<file path="src/rtl/sprite_motion_ctrl_pkg.sv">
// Shared definitions for the sprite motion controller: update-sequence
// state encodings and the default coordinate width.
package sprite_motion_ctrl_pkg;

  localparam int unsigned CORDW_DEF = 16;

  typedef enum logic [1:0] {
    ST_IDLE   = 2'd0,
    ST_MOVE_X = 2'd1,
    ST_MOVE_Y = 2'd2,
    ST_ANIM   = 2'd3
  } state_t;

endpackage

</file>
<file path="src/rtl/sprite_axis_step.sv">
// One-axis position step with edge reflection (combinational).
// Ports:
//   i_pos        current position (signed)
//   i_dir        0 = increasing, 1 = decreasing
//   i_spd        unsigned step magnitude
//   i_max        upper position limit (lower limit is 0)
//   o_next_pos_c stepped / clamped position
//   o_next_dir_c direction after a possible reflection
//   o_hit_c      a reflection occurred
module sprite_axis_step
  import sprite_motion_ctrl_pkg::*;
#(
  parameter int unsigned CORDW = CORDW_DEF,
  parameter int unsigned SPDW  = 4
) (
  input  logic signed [CORDW-1:0] i_pos,
  input  logic                    i_dir,
  input  logic        [SPDW-1:0]  i_spd,
  input  logic signed [CORDW-1:0] i_max,
  output logic signed [CORDW-1:0] o_next_pos_c,
  output logic                    o_next_dir_c,
  output logic                    o_hit_c
);

  // One extra bit so a step past either limit cannot wrap.
  logic signed [CORDW:0] w_pos_ext;
  logic signed [CORDW:0] w_spd_ext;
  logic signed [CORDW:0] w_max_ext;
  logic signed [CORDW:0] w_n;

  assign w_pos_ext = {i_pos[CORDW-1], i_pos};
  assign w_spd_ext = {{(CORDW+1-SPDW){1'b0}}, i_spd};
  assign w_max_ext = {i_max[CORDW-1], i_max};
  assign w_n       = i_dir ? (w_pos_ext - w_spd_ext) : (w_pos_ext + w_spd_ext);

  // Landing exactly on a limit keeps the direction; only overshoot reflects.
  always_comb begin
    o_next_pos_c = w_n[CORDW-1:0];
    o_next_dir_c = i_dir;
    o_hit_c      = 1'b0;
    if (w_n > w_max_ext) begin
      o_next_pos_c = i_max;
      o_next_dir_c = 1'b1;
      o_hit_c      = 1'b1;
    end else if (w_n[CORDW]) begin
      o_next_pos_c = '0;
      o_next_dir_c = 1'b0;
      o_hit_c      = 1'b1;
    end
  end

endmodule

</file>
<file path="src/rtl/sprite_motion_ctrl.sv">
// Per-frame sprite position / animation controller. On a frame strobe it
// steps x then y by the latched velocity (reflecting at screen edges) and
// then advances the animation index, one cycle per step.
// Ports:
//   clk, rst            clock, synchronous active-high reset
//   frame, en           start-of-vblank strobe, motion enable
//   load, ld_x, ld_y    position load (IDLE only), clears directions
//   spd_x, spd_y        step magnitudes, latched on accepted frame
//   sprx, spry          sprite position to the sprite engine
//   dir_x, dir_y        0 = +axis, 1 = -axis
//   anim_idx            animation frame index
//   bounce, done        1-cycle pulses at the end of an update
//   busy                update sequence in progress
module sprite_motion_ctrl
  import sprite_motion_ctrl_pkg::*;
#(
  parameter int unsigned CORDW       = CORDW_DEF,
  parameter int unsigned H_RES       = 640,
  parameter int unsigned V_RES       = 480,
  parameter int unsigned SPR_WIDTH   = 8,
  parameter int unsigned SPR_HEIGHT  = 8,
  parameter int unsigned SPR_SCALE   = 0,
  parameter int unsigned SPDW        = 4,
  parameter int unsigned ANIM_FRAMES = 4,
  parameter int unsigned ANIM_DIV    = 8,
  parameter int          SX_INIT     = 0,
  parameter int          SY_INIT     = 0,
  localparam int unsigned AW = (ANIM_FRAMES > 1) ? $clog2(ANIM_FRAMES) : 1
) (
  input  logic                    clk,
  input  logic                    rst,
  input  logic                    frame,
  input  logic                    en,
  input  logic                    load,
  input  logic signed [CORDW-1:0] ld_x,
  input  logic signed [CORDW-1:0] ld_y,
  input  logic        [SPDW-1:0]  spd_x,
  input  logic        [SPDW-1:0]  spd_y,
  output logic signed [CORDW-1:0] sprx,
  output logic signed [CORDW-1:0] spry,
  output logic                    dir_x,
  output logic                    dir_y,
  output logic        [AW-1:0]    anim_idx,
  output logic                    bounce,
  output logic                    busy,
  output logic                    done
);

  localparam int unsigned DW   = (ANIM_DIV > 1) ? $clog2(ANIM_DIV) : 1;
  localparam int          XMAX = int'(H_RES) - int'(SPR_WIDTH << SPR_SCALE);
  localparam int          YMAX = int'(V_RES) - int'(SPR_HEIGHT << SPR_SCALE);

  state_t                  r_state;
  logic signed [CORDW-1:0] r_sprx;
  logic signed [CORDW-1:0] r_spry;
  logic                    r_dir_x;
  logic                    r_dir_y;
  logic        [SPDW-1:0]  r_spd_x;
  logic        [SPDW-1:0]  r_spd_y;
  logic        [AW-1:0]    r_anim;
  logic        [DW-1:0]    r_div;
  logic                    r_bflag;
  logic                    r_bounce;
  logic                    r_busy;
  logic                    r_done;

  logic signed [CORDW-1:0] w_pos;
  logic                    w_dir;
  logic        [SPDW-1:0]  w_spd;
  logic signed [CORDW-1:0] w_max;
  logic signed [CORDW-1:0] w_next_pos;
  logic                    w_next_dir;
  logic                    w_hit;

  // Single axis stepper shared by both moves: y operands in MOVE_Y, x otherwise.
  assign w_pos = (r_state == ST_MOVE_Y) ? r_spry  : r_sprx;
  assign w_dir = (r_state == ST_MOVE_Y) ? r_dir_y : r_dir_x;
  assign w_spd = (r_state == ST_MOVE_Y) ? r_spd_y : r_spd_x;
  assign w_max = (r_state == ST_MOVE_Y) ? CORDW'(YMAX) : CORDW'(XMAX);

  sprite_axis_step #(
    .CORDW (CORDW),
    .SPDW  (SPDW)
  ) u_axis_step (
    .i_pos        (w_pos),
    .i_dir        (w_dir),
    .i_spd        (w_spd),
    .i_max        (w_max),
    .o_next_pos_c (w_next_pos),
    .o_next_dir_c (w_next_dir),
    .o_hit_c      (w_hit)
  );

  // Update sequencer; position only changes here, never mid-frame.
  always_ff @(posedge clk) begin
    if (rst) begin
      r_state  <= ST_IDLE;
      r_sprx   <= CORDW'(SX_INIT);
      r_spry   <= CORDW'(SY_INIT);
      r_dir_x  <= 1'b0;
      r_dir_y  <= 1'b0;
      r_spd_x  <= '0;
      r_spd_y  <= '0;
      r_anim   <= '0;
      r_div    <= '0;
      r_bflag  <= 1'b0;
      r_bounce <= 1'b0;
      r_busy   <= 1'b0;
      r_done   <= 1'b0;
    end else begin
      r_done   <= 1'b0;
      r_bounce <= 1'b0;
      case (r_state)
        ST_IDLE: begin
          // Load wins over a coincident frame strobe.
          if (load) begin
            r_sprx  <= ld_x;
            r_spry  <= ld_y;
            r_dir_x <= 1'b0;
            r_dir_y <= 1'b0;
          end else if (frame && en) begin
            r_spd_x <= spd_x;
            r_spd_y <= spd_y;
            r_busy  <= 1'b1;
            r_state <= ST_MOVE_X;
          end
        end
        ST_MOVE_X: begin
          r_sprx  <= w_next_pos;
          r_dir_x <= w_next_dir;
          r_bflag <= r_bflag | w_hit;
          r_state <= ST_MOVE_Y;
        end
        ST_MOVE_Y: begin
          r_spry  <= w_next_pos;
          r_dir_y <= w_next_dir;
          r_bflag <= r_bflag | w_hit;
          r_state <= ST_ANIM;
        end
        ST_ANIM: begin
          if (r_div == DW'(ANIM_DIV - 1)) begin
            r_div  <= '0;
            r_anim <= (r_anim == AW'(ANIM_FRAMES - 1)) ? '0 : r_anim + AW'(1);
          end else begin
            r_div <= r_div + DW'(1);
          end
          r_done   <= 1'b1;
          r_bounce <= r_bflag;
          r_bflag  <= 1'b0;
          r_busy   <= 1'b0;
          r_state  <= ST_IDLE;
        end
        default: r_state <= ST_IDLE;
      endcase
    end
  end

  assign sprx     = r_sprx;
  assign spry     = r_spry;
  assign dir_x    = r_dir_x;
  assign dir_y    = r_dir_y;
  assign anim_idx = r_anim;
  assign bounce   = r_bounce;
  assign busy     = r_busy;
  assign done     = r_done;

endmodule

</file>
<file path="config.mk">
export PLATFORM = sky130hd
export DESIGN_NAME = sprite_motion_ctrl
export DESIGN_NICKNAME = d
export VERILOG_FILES = /design/src/rtl/sprite_motion_ctrl_pkg.sv /design/src/rtl/sprite_axis_step.sv /design/src/rtl/sprite_motion_ctrl.sv
export SDC_FILE = /design/constraint.sdc
export NUM_CORES = 1
export LEC_CHECK = 0
export CAP_MARGIN = 25
export CORE_ASPECT_RATIO = 1.25
export CORE_MARGIN = 1.5
export CORE_UTILIZATION = 30
export CTS_CLUSTER_DIAMETER = 30
export DETAILED_ROUTE_END_ITERATION = 16
export SLEW_MARGIN = 20
export SYNTH_ARGS = -nofsm -noshare
export SYNTH_HDL_FRONTEND = slang
export SYNTH_SLANG_ARGS = --single-unit
</file>
<file path="constraint.sdc">
create_clock -name clk -period 15.2 [get_ports clk]
set_input_delay 3.04 -clock clk [delete_from_list [all_inputs] [get_ports clk]]
set_output_delay 3.04 -clock clk [all_outputs]
set_load 0.03 [all_outputs]
</file>
Routed metal, one color a layer:
Drawn at 3 px/µm. Only two layers are drawn.
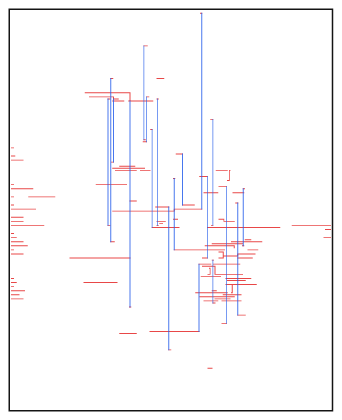
[red] metal 3 | wire length: 539 µm
[blue] metal 4 | wire length: 662 µm
DR vias: 4252
DR WL/cell: 18.0 µm
GRT Overall Usage: 0.186
final WL: 13300 µm

I/O nets highlighted:
Drawn at 4 px/µm.
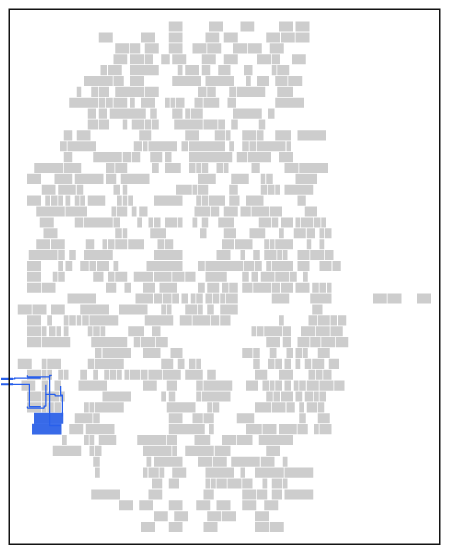
[blue] anim_idx | bits: 2 | direction: output | edge: left | end cells: 2 | buffers: 2 | wire: 65.2 µm
Port Buf Inserts: 83
Top-Level Pins: 84

==> impl_metrics.json <==
{
  "outcome": "finished clean",
  "setup_ws_ns": 8.83,
  "cts_hold_buf": 0,
  "async_flop_share": 0,
  "cts_buffers": 5,
  "fin_setup_tns_ns": 0,
  "comb.multi_input.count": 409,
  "antenna_found_initial": 0,
  "warnings": 30,
  "netlist_area_um2": 4080,
  "crit_cells": 22,
  "holdCritStartpoint": "r_spd_x[2]",
  "regArea_um2": 1060,
  "worstSetupPathType": "register to register",
  "fin_util": 0.391,
  "cap_violations": 0,
  "yosysTopAreaCell": "dfxtp_1",
  "drtAntennaViolNets": 0,
  "worstSetupEndpoint": "r_bflag",
  "holdWs_ns": 0.481,
  "worst_pin_slew_ns": 0.873,
  "cp-startpoint": "r_state[0]",
  "place_ws_ns": 8.85,
  "clock-sinks": 53,
  "drive_above_1_share": 0.100,
  "die_area_um2": 14300,
  "overflow": 0,
  "buffer_area_frac": 0.165,
  "hold_class": "register to register",
  "syn_inst": 506,
  "synth_nets": 577,
  "use_met1": 0.220,
  "path_delay_family": "AND-OR/OR-AND gates",
  "r2r_slack_ns": 8.83,
  "worstRegToRegCells": 22,
  "finalCritPeriodShare": 0.419,
  "min_to": "r_spd_x[2]",
  "top_layer_used": "met4",
  "syn_area_per_cell_um2": 8.06,
  "ys_seq_share": 0.260,
  "holdPathStages": 2,
  "hold_viol_final": 0,
  "reg2reg_to": "r_bflag",
  "rsz0062_at_grt": "no",
  "skew_ns": 0.0107,
  "maxSlewHeadroom": 0.416,
  "clk_pin_slew_worst_paths_ns": 0.07
}
Wiring heat map:
Drawn at 3 px/µm. 21 x 27 tiles, from dark blue (low) to red (high), scaled to the fullest tile. Values are wire area over tile area, all layers added.
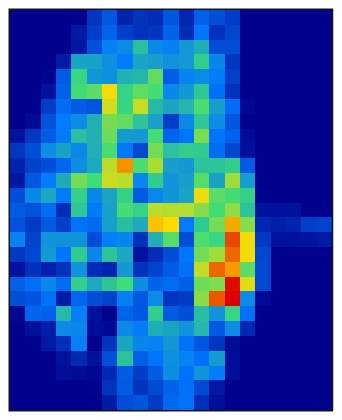
mean over tiles: 0.15
densest ninth of the die: middle
emptiest ninth of the die: top right
nearly empty tiles: 32%

Placed standard cells:
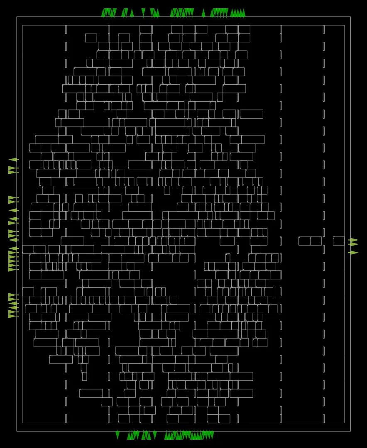
sequential cell area share: 0.205
flip-flops: 53
Core Rows: 47
Well Taps: 171
post-route insts no fill: 741

==> tightest hold or removal path, cell delays in order, from the launching register on <==
cell	delay, ns
dfxtp_1	0.33
nand2_1	0.06
a21oi_1	0.05
==> power breakdown <==
group	total (W)	internal [W]	leakage (nW)	switching, W
Sequential	0.000208	0.000174	0.435	0.0000339
Clock	0.000129	0.0000766	0.0797	0.0000519
Combinational	0.00108	0.000425	1.39	0.000655
Total	0.00142	0.000675	1.91	0.000741
==> cell families after synthesis <==
logic type               after synthesis  share of synthesized area
multiplexers                          32                     0.0847
XOR/XNOR                              10                     0.0252
AND-OR/OR-AND                        159                      0.282
buffers and inverters                 44                     0.0473
adder cells (fa/ha/maj)               26                     0.0816
AND/OR/NAND/NOR                      182                      0.219
flip-flops                            53                      0.260
No activity file was given, so power comes from the tool's default toggle rates.
